[config.mk]
export PLATFORM = sky130hd
export DESIGN_NAME = seq_comparator
export DESIGN_NICKNAME = d
export VERILOG_FILES = /design/src/rtl/comparator_pkg.sv /design/src/rtl/digit_cmp.sv /design/src/rtl/seq_comparator.sv
export SDC_FILE = /design/constraint.sdc
export NUM_CORES = 1
export LEC_CHECK = 0
export CORE_ASPECT_RATIO = 0.7
export CORE_MARGIN = 4
export CORE_UTILIZATION = 50
export DETAILED_ROUTE_END_ITERATION = 16
export HOLD_SLACK_MARGIN = 0.02
export PLACE_DENSITY_LB_ADDON = 0.08
export SLEW_MARGIN = 20
export SYNTH_ARGS = -nofsm -noshare
export SYNTH_HDL_FRONTEND = slang
export SYNTH_SLANG_ARGS = --single-unit
[constraint.sdc]
create_clock -name CLK -period 1.8 [get_ports CLK]
set_input_delay 0.45 -clock CLK [delete_from_list [all_inputs] [get_ports CLK]]
set_output_delay 0.45 -clock CLK [all_outputs]
set_load 0.01 [all_outputs]
[src/rtl/comparator_pkg.sv]
// Shared types and helpers for the sequential magnitude comparator.
// Latency: n/a (types and elaboration-time helpers only).
// Backpressure: n/a.
// Contents: FSM state enum, EQ/LT/GT result struct, digit-count helper.
package comparator_pkg;

  typedef enum logic [1:0] {
    IDLE = 2'd0,
    RUN  = 2'd1,
    FIN  = 2'd2
  } state_t;

  // Exactly one field is set once a compare has completed; all zero before that.
  typedef struct packed {
    logic eq;
    logic lt;
    logic gt;
  } cmp_result_t;

  localparam cmp_result_t RES_NONE = '0;

  function automatic int n_digits(input int width, input int digit);
    return width / digit;
  endfunction

endpackage

[src/rtl/digit_cmp.sv]
// Combinational DIGIT-bit magnitude compare slice.
// Latency: 0 cycles (pure combinational).
// Backpressure: none; evaluates every cycle.
// Ports: a, b = digit operands; invert_msb = flip MSB of both (offset-binary
//        for the sign digit); eq/lt/gt = relation of a to b.
module digit_cmp #(
  parameter int DIGIT = 2
) (
  input  logic [DIGIT-1:0] a,
  input  logic [DIGIT-1:0] b,
  input  logic             invert_msb,
  output logic             eq,
  output logic             lt,
  output logic             gt
);

  localparam logic [DIGIT-1:0] MSB_MASK = DIGIT'(1) << (DIGIT - 1);

  logic [DIGIT-1:0] a_x;
  logic [DIGIT-1:0] b_x;

  // Flipping the sign bit maps two's-complement order onto unsigned order.
  assign a_x = a ^ (invert_msb ? MSB_MASK : '0);
  assign b_x = b ^ (invert_msb ? MSB_MASK : '0);

  assign eq = (a_x == b_x);
  assign lt = (a_x <  b_x);
  assign gt = (a_x >  b_x);

endmodule

[src/rtl/seq_comparator.sv]
// Multi-cycle MSB-first magnitude comparator, DIGIT bits per clock, signed or unsigned.
// Latency: k+1 cycles START->DONE, k = digits examined (N when EARLY_EXIT=0).
// Backpressure: START accepted only while READY (IDLE); otherwise ignored, not queued.
// Ports: CLK/RST_N clock and async active-low reset; START/SIGNED/A/B request;
//        READY idle flag; DONE one-cycle result strobe; EQ/LT/GT held result;
//        CYCLES digits examined for the last result.
module seq_comparator
  import comparator_pkg::*;
#(
  parameter int WIDTH      = 8,
  parameter int DIGIT      = 2,
  parameter bit EARLY_EXIT = 1'b1
) (
  input  logic                                   CLK,
  input  logic                                   RST_N,
  input  logic                                   START,
  input  logic                                   SIGNED,
  input  logic [WIDTH-1:0]                       A,
  input  logic [WIDTH-1:0]                       B,
  output logic                                   READY,
  output logic                                   DONE,
  output logic                                   EQ,
  output logic                                   LT,
  output logic                                   GT,
  output logic [$clog2(WIDTH/DIGIT+1)-1:0]       CYCLES
);

  localparam int N  = n_digits(WIDTH, DIGIT);
  localparam int CW = $clog2(N + 1);

  if (DIGIT < 1 || DIGIT > WIDTH) begin : g_bad_digit
    $error("seq_comparator: DIGIT must be in 1..WIDTH");
  end
  if (WIDTH % DIGIT != 0) begin : g_bad_width
    $error("seq_comparator: WIDTH must be a multiple of DIGIT");
  end

  state_t            state_q;
  logic [WIDTH-1:0]  a_q, b_q;
  logic              signed_q;
  logic [CW-1:0]     cnt_q;
  logic              decided_q;   // an unequal digit has been seen this compare
  logic              dec_lt_q;    // direction of that first unequal digit
  cmp_result_t       res_q;
  logic [CW-1:0]     cycles_q;

  logic [WIDTH-1:0]  a_shift_d, b_shift_d;
  logic [CW-1:0]     cnt_inc_d;
  logic              last_digit_d;
  logic              d_eq, d_lt, d_gt;

  assign a_shift_d    = a_q << DIGIT;
  assign b_shift_d    = b_q << DIGIT;
  assign cnt_inc_d    = cnt_q + CW'(1);
  assign last_digit_d = (cnt_q == CW'(N - 1));

  digit_cmp #(.DIGIT(DIGIT)) u_digit_cmp (
    .a          (a_q[WIDTH-1 -: DIGIT]),
    .b          (b_q[WIDTH-1 -: DIGIT]),
    .invert_msb (signed_q && (cnt_q == '0)),  // sign lives in digit 0 only
    .eq         (d_eq),
    .lt         (d_lt),
    .gt         (d_gt)
  );

  always_ff @(posedge CLK or negedge RST_N) begin
    if (!RST_N) begin
      state_q   <= IDLE;
      a_q       <= '0;
      b_q       <= '0;
      signed_q  <= 1'b0;
      cnt_q     <= '0;
      decided_q <= 1'b0;
      dec_lt_q  <= 1'b0;
      res_q     <= RES_NONE;
      cycles_q  <= '0;
    end else begin
      case (state_q)
        IDLE: begin
          if (START) begin
            a_q       <= A;
            b_q       <= B;
            signed_q  <= SIGNED;
            cnt_q     <= '0;
            decided_q <= 1'b0;
            dec_lt_q  <= 1'b0;
            state_q   <= RUN;
          end
        end
        RUN: begin
          a_q   <= a_shift_d;
          b_q   <= b_shift_d;
          cnt_q <= cnt_inc_d;
          // Only the first unequal digit decides; later digits are ignored.
          if (!d_eq && !decided_q) begin
            decided_q <= 1'b1;
            dec_lt_q  <= d_lt;
          end
          if (!d_eq && EARLY_EXIT) begin
            res_q    <= '{eq: 1'b0, lt: d_lt, gt: d_gt};
            cycles_q <= cnt_inc_d;
            state_q  <= FIN;
          end else if (last_digit_d) begin
            if (decided_q) res_q <= '{eq: 1'b0, lt: dec_lt_q, gt: !dec_lt_q};
            else           res_q <= '{eq: d_eq, lt: d_lt, gt: d_gt};
            cycles_q <= cnt_inc_d;
            state_q  <= FIN;
          end
        end
        FIN:     state_q <= IDLE;
        default: state_q <= IDLE;
      endcase
    end
  end

  assign READY  = (state_q == IDLE);
  assign DONE   = (state_q == FIN);
  assign EQ     = res_q.eq;
  assign LT     = res_q.lt;
  assign GT     = res_q.gt;
  assign CYCLES = cycles_q;

endmodule
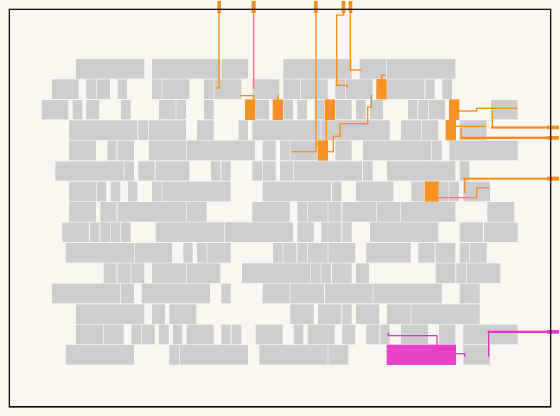
Figure 1: wires at chosen ports, followed through buffers.
Key: A = orange [bits 8, direction input, edge 5 north, 3 east, end cells 8, buffers 8, wire 149 um]; LT = magenta [bits 1, direction output, edge east, end cells 1, buffers 1, wire 23.3 um]

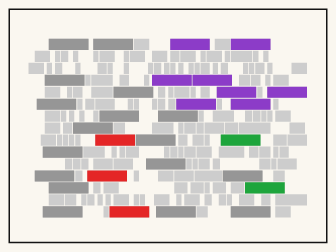
Figure 2: sequential cells grouped by signal name.
Other sequential cells in the stronger gray, the rest of the logic in the fainter gray.
Key: state_q = green [sequential cells 2]; CYCLES = red [sequential cells 3]; a_q = purple [sequential cells 8]
sequential power: 1.20 mW
fraction of standard cell area that is sequential: 39.8%
final core occ: 72.9%
area taken by flip-flops and latches: 751 um2

==> flow_summary.toml <==
# flow metrics
[layout]
layout.filler_cells = 195
drive_gt1_share_pct = 10.9
layout.cells.non_filler = 226
design.final.nets = 215
syn2layout_area_growth_pct = 32.2

[clock_network]
clk-insertion-delay-late_ns = 0.28
cell_at_the_root_of_the_clock_tree = "sky130_fd_sc_hd__clkbuf_8"
clock_path_buffers = 2
cts_tree = "done"
cts_htree_levels = 2

[worst_hold_path]
hold_path.startpoint = "b_q[5]"
holdPathEnd = "b_q[7]"
timing.hold.worst.class = "reg2reg"

[floorplan]
initial_core_util_pct = 55.1
row_count = 15
chip_area_mm2 = 0.00379
ioPinCount = 28

[outcome]
result_of_the_run = "finished clean"

[power]
design_power_total_mw = 3.31
worst_ir_drop_vdd_v = 0.000804
power_density_mw_per_mm2 = 1760

[sta]
fin_setup_tns_ns = 0
fin_hold_ws_ns = 0.474
rsz_0062_raised_after_global_routing = "no"
worstMarginPinSlew_ns = 0.377
slew_headroom_pct = 74.9
layout_worst_path_cycle_share_pct = 92.0
finalCriticalPeriod_ns = 1.66
timing.fmax_mhz = 604
clock_skew_ns = 0.00544
setup_viol_count_final = 0

[routing]
drt.antenna.violating_nets = 0
post_drt_wl_per_cell_um = 13.5
postRouteWirelength_mm = 3.06
vias_per_cell = 5.31

[synth]
yosys.cell_count.top_type = "sky130_fd_sc_hd__nand2_1"
mappedNetlistArea_mm2 = 0.00143
post_synth_main_area_contributors = "sky130_fd_sc_hd__dfrtp_1 (53%), sky130_fd_sc_hd__nand2_1 (12%), sky130_fd_sc_hd__a31oi_1 (4.8%), sky130_fd_sc_hd__o21ai_0 (3.9%), sky130_fd_sc_hd__nor2_1 (3.7%)"
async_reset_ff_share_pct = 100
yosys-stat-area_mm2 = 0.00143
synth.cells.most_frequent = "sky130_fd_sc_hd__nand2_1 (44), sky130_fd_sc_hd__dfrtp_1 (30), sky130_fd_sc_hd__nor2_1 (14), sky130_fd_sc_hd__a31oi_1 (11), sky130_fd_sc_hd__o21ai_0 (11)"
synth_cell_types = 30
enable_flop_cells = 0
synth_nets = 180
ys.flops = 30
synthDominantAreaCellType = "sky130_fd_sc_hd__dfrtp_1"
syn_avg_cell_area_um2 = 9.15
ys_cells = 156
synthCells = 156

[worst_setup_path]
cell_count_of_the_worst_reg_to_reg_path = 6
category_of_the_most_critical_setup_path = "reg2out"
setup.worst_path.end_class = "primary output"
rrSetupSlack_ns = 0.24
crit_required_ns = 1.35

[global_routing]
first_global_vias = 1156
first_pass_grt_wire_length_mm = 5.30
groute.usage.overall_pct = 18.9
overflow = 0

[job]
max_cap_violations = 0

[place]
gpl.final_weighted_congestion = 0.877
placedCellCount = 216
power breakdown:
part | switching, mW | internal [mW] | leakage, nW | total, mW
Sequential | 0.204 | 0.993 | 0.372 | 1.20
Combinational | 0.842 | 0.722 | 0.454 | 1.56
Clock | 0.245 | 0.308 | 0.0482 | 0.553
Total | 1.29 | 2.02 | 0.875 | 3.31
kinds of logic after synthesis:
family	share of synthesized area [%]
AND/OR/NAND/NOR	21.2
AND-OR/OR-AND	16.0
flip-flops	52.6
buffers and inverters	4.12
adder cells (fa/ha/maj)	3.51
multiplexers	1.40
XOR/XNOR	1.14
per-layer routing:
metal | GRT usage, % | share of wire (%)
met5 | 0 | 0
met4 | 7.50 | 1.4
met3 | 5.75 | 6.4
met2 | 30.8 | 47
met1 | 23.6 | 45
what timing repair did:
action | in CTS | in global routing
buffers inserted | 2 | 0
endpoints found under the setup margin | 2 | 1
gates cloned | 0 | 0
resized | 1 | 1
pin swaps | 0 | 0
layout by cell type, fill, tap and decap left out, types with 2 or more instances in the layout:
cell,synthesis,final
sky130_fd_sc_hd__nor2_1,14,14
sky130_fd_sc_hd__o21ai_0,11,11
sky130_fd_sc_hd__a31oi_1,11,11
sky130_fd_sc_hd__a21oi_1,3,3
sky130_fd_sc_hd__nand3_1,4,4
sky130_fd_sc_hd__nand2_1,44,44
sky130_fd_sc_hd__inv_1,7,7
sky130_fd_sc_hd__clkbuf_8,0,6
sky130_fd_sc_hd__buf_12,0,2
sky130_fd_sc_hd__buf_4,0,5
sky130_fd_sc_hd__mux2i_1,2,2
sky130_fd_sc_hd__nor2b_1,2,2
sky130_fd_sc_hd__clkdlybuf4s50_1,0,25
sky130_fd_sc_hd__ha_1,4,4
sky130_fd_sc_hd__o31ai_1,2,2
sky130_fd_sc_hd__dfrtp_1,30,30
worst max-delay path: stages (launching register included):
cell and delay (ns):
sky130_fd_sc_hd__dfrtp_1 0.38, sky130_fd_sc_hd__buf_4 0.15, sky130_fd_sc_hd__nor2_1 0.12, sky130_fd_sc_hd__dlygate4sd2_1 0.28
how the worst max path moves through the flow:
| stage | end | depth (start not counted) |
|---|---|---|
| floorplan | GT | 6 |
| global placement | a_q[6] | 6 |
| detailed placement | a_q[6] | 6 |
| CTS | DONE | 2 |
| global route | READY | 3 |
| finish | READY | 3 |
metrics by stage:
step / cell area [um2] / util, % / worst slack [ns]
3_5_place_dp: 1780 / 68.7 / 0.0869
5_1_grt: 1890 / 72.9 / 0.0745
6_report: 1890 / 72.9 / 0.145
2_1_floorplan: 1430 / - / 0.400
4_1_cts: 1880 / 72.8 / 0.0471
3_3_place_gp: 1780 / 68.7 / 0.114
layout make-up:
type                       count  area (um2)  area share, %
inverter                       8        35.0           1.86
clock buffer                   7        86.3           4.58
multi-input combinational    112         618           32.8
sequential                    30         751           39.8
clock inverter                 1        5.00          0.265
tap                           34        42.5           2.25
timing repair buffer          34         349           18.5
registers in the layout, summed over array words and instances, names as in the netlist:
signal,flops
EQ,1
CYCLES,3
cnt_q,3
LT,1
decided_q,1
GT,1
state_q,2
b_q,8
signed_q,1
a_q,8
dec_lt_q,1
Power is estimated from default activity; no workload was simulated.
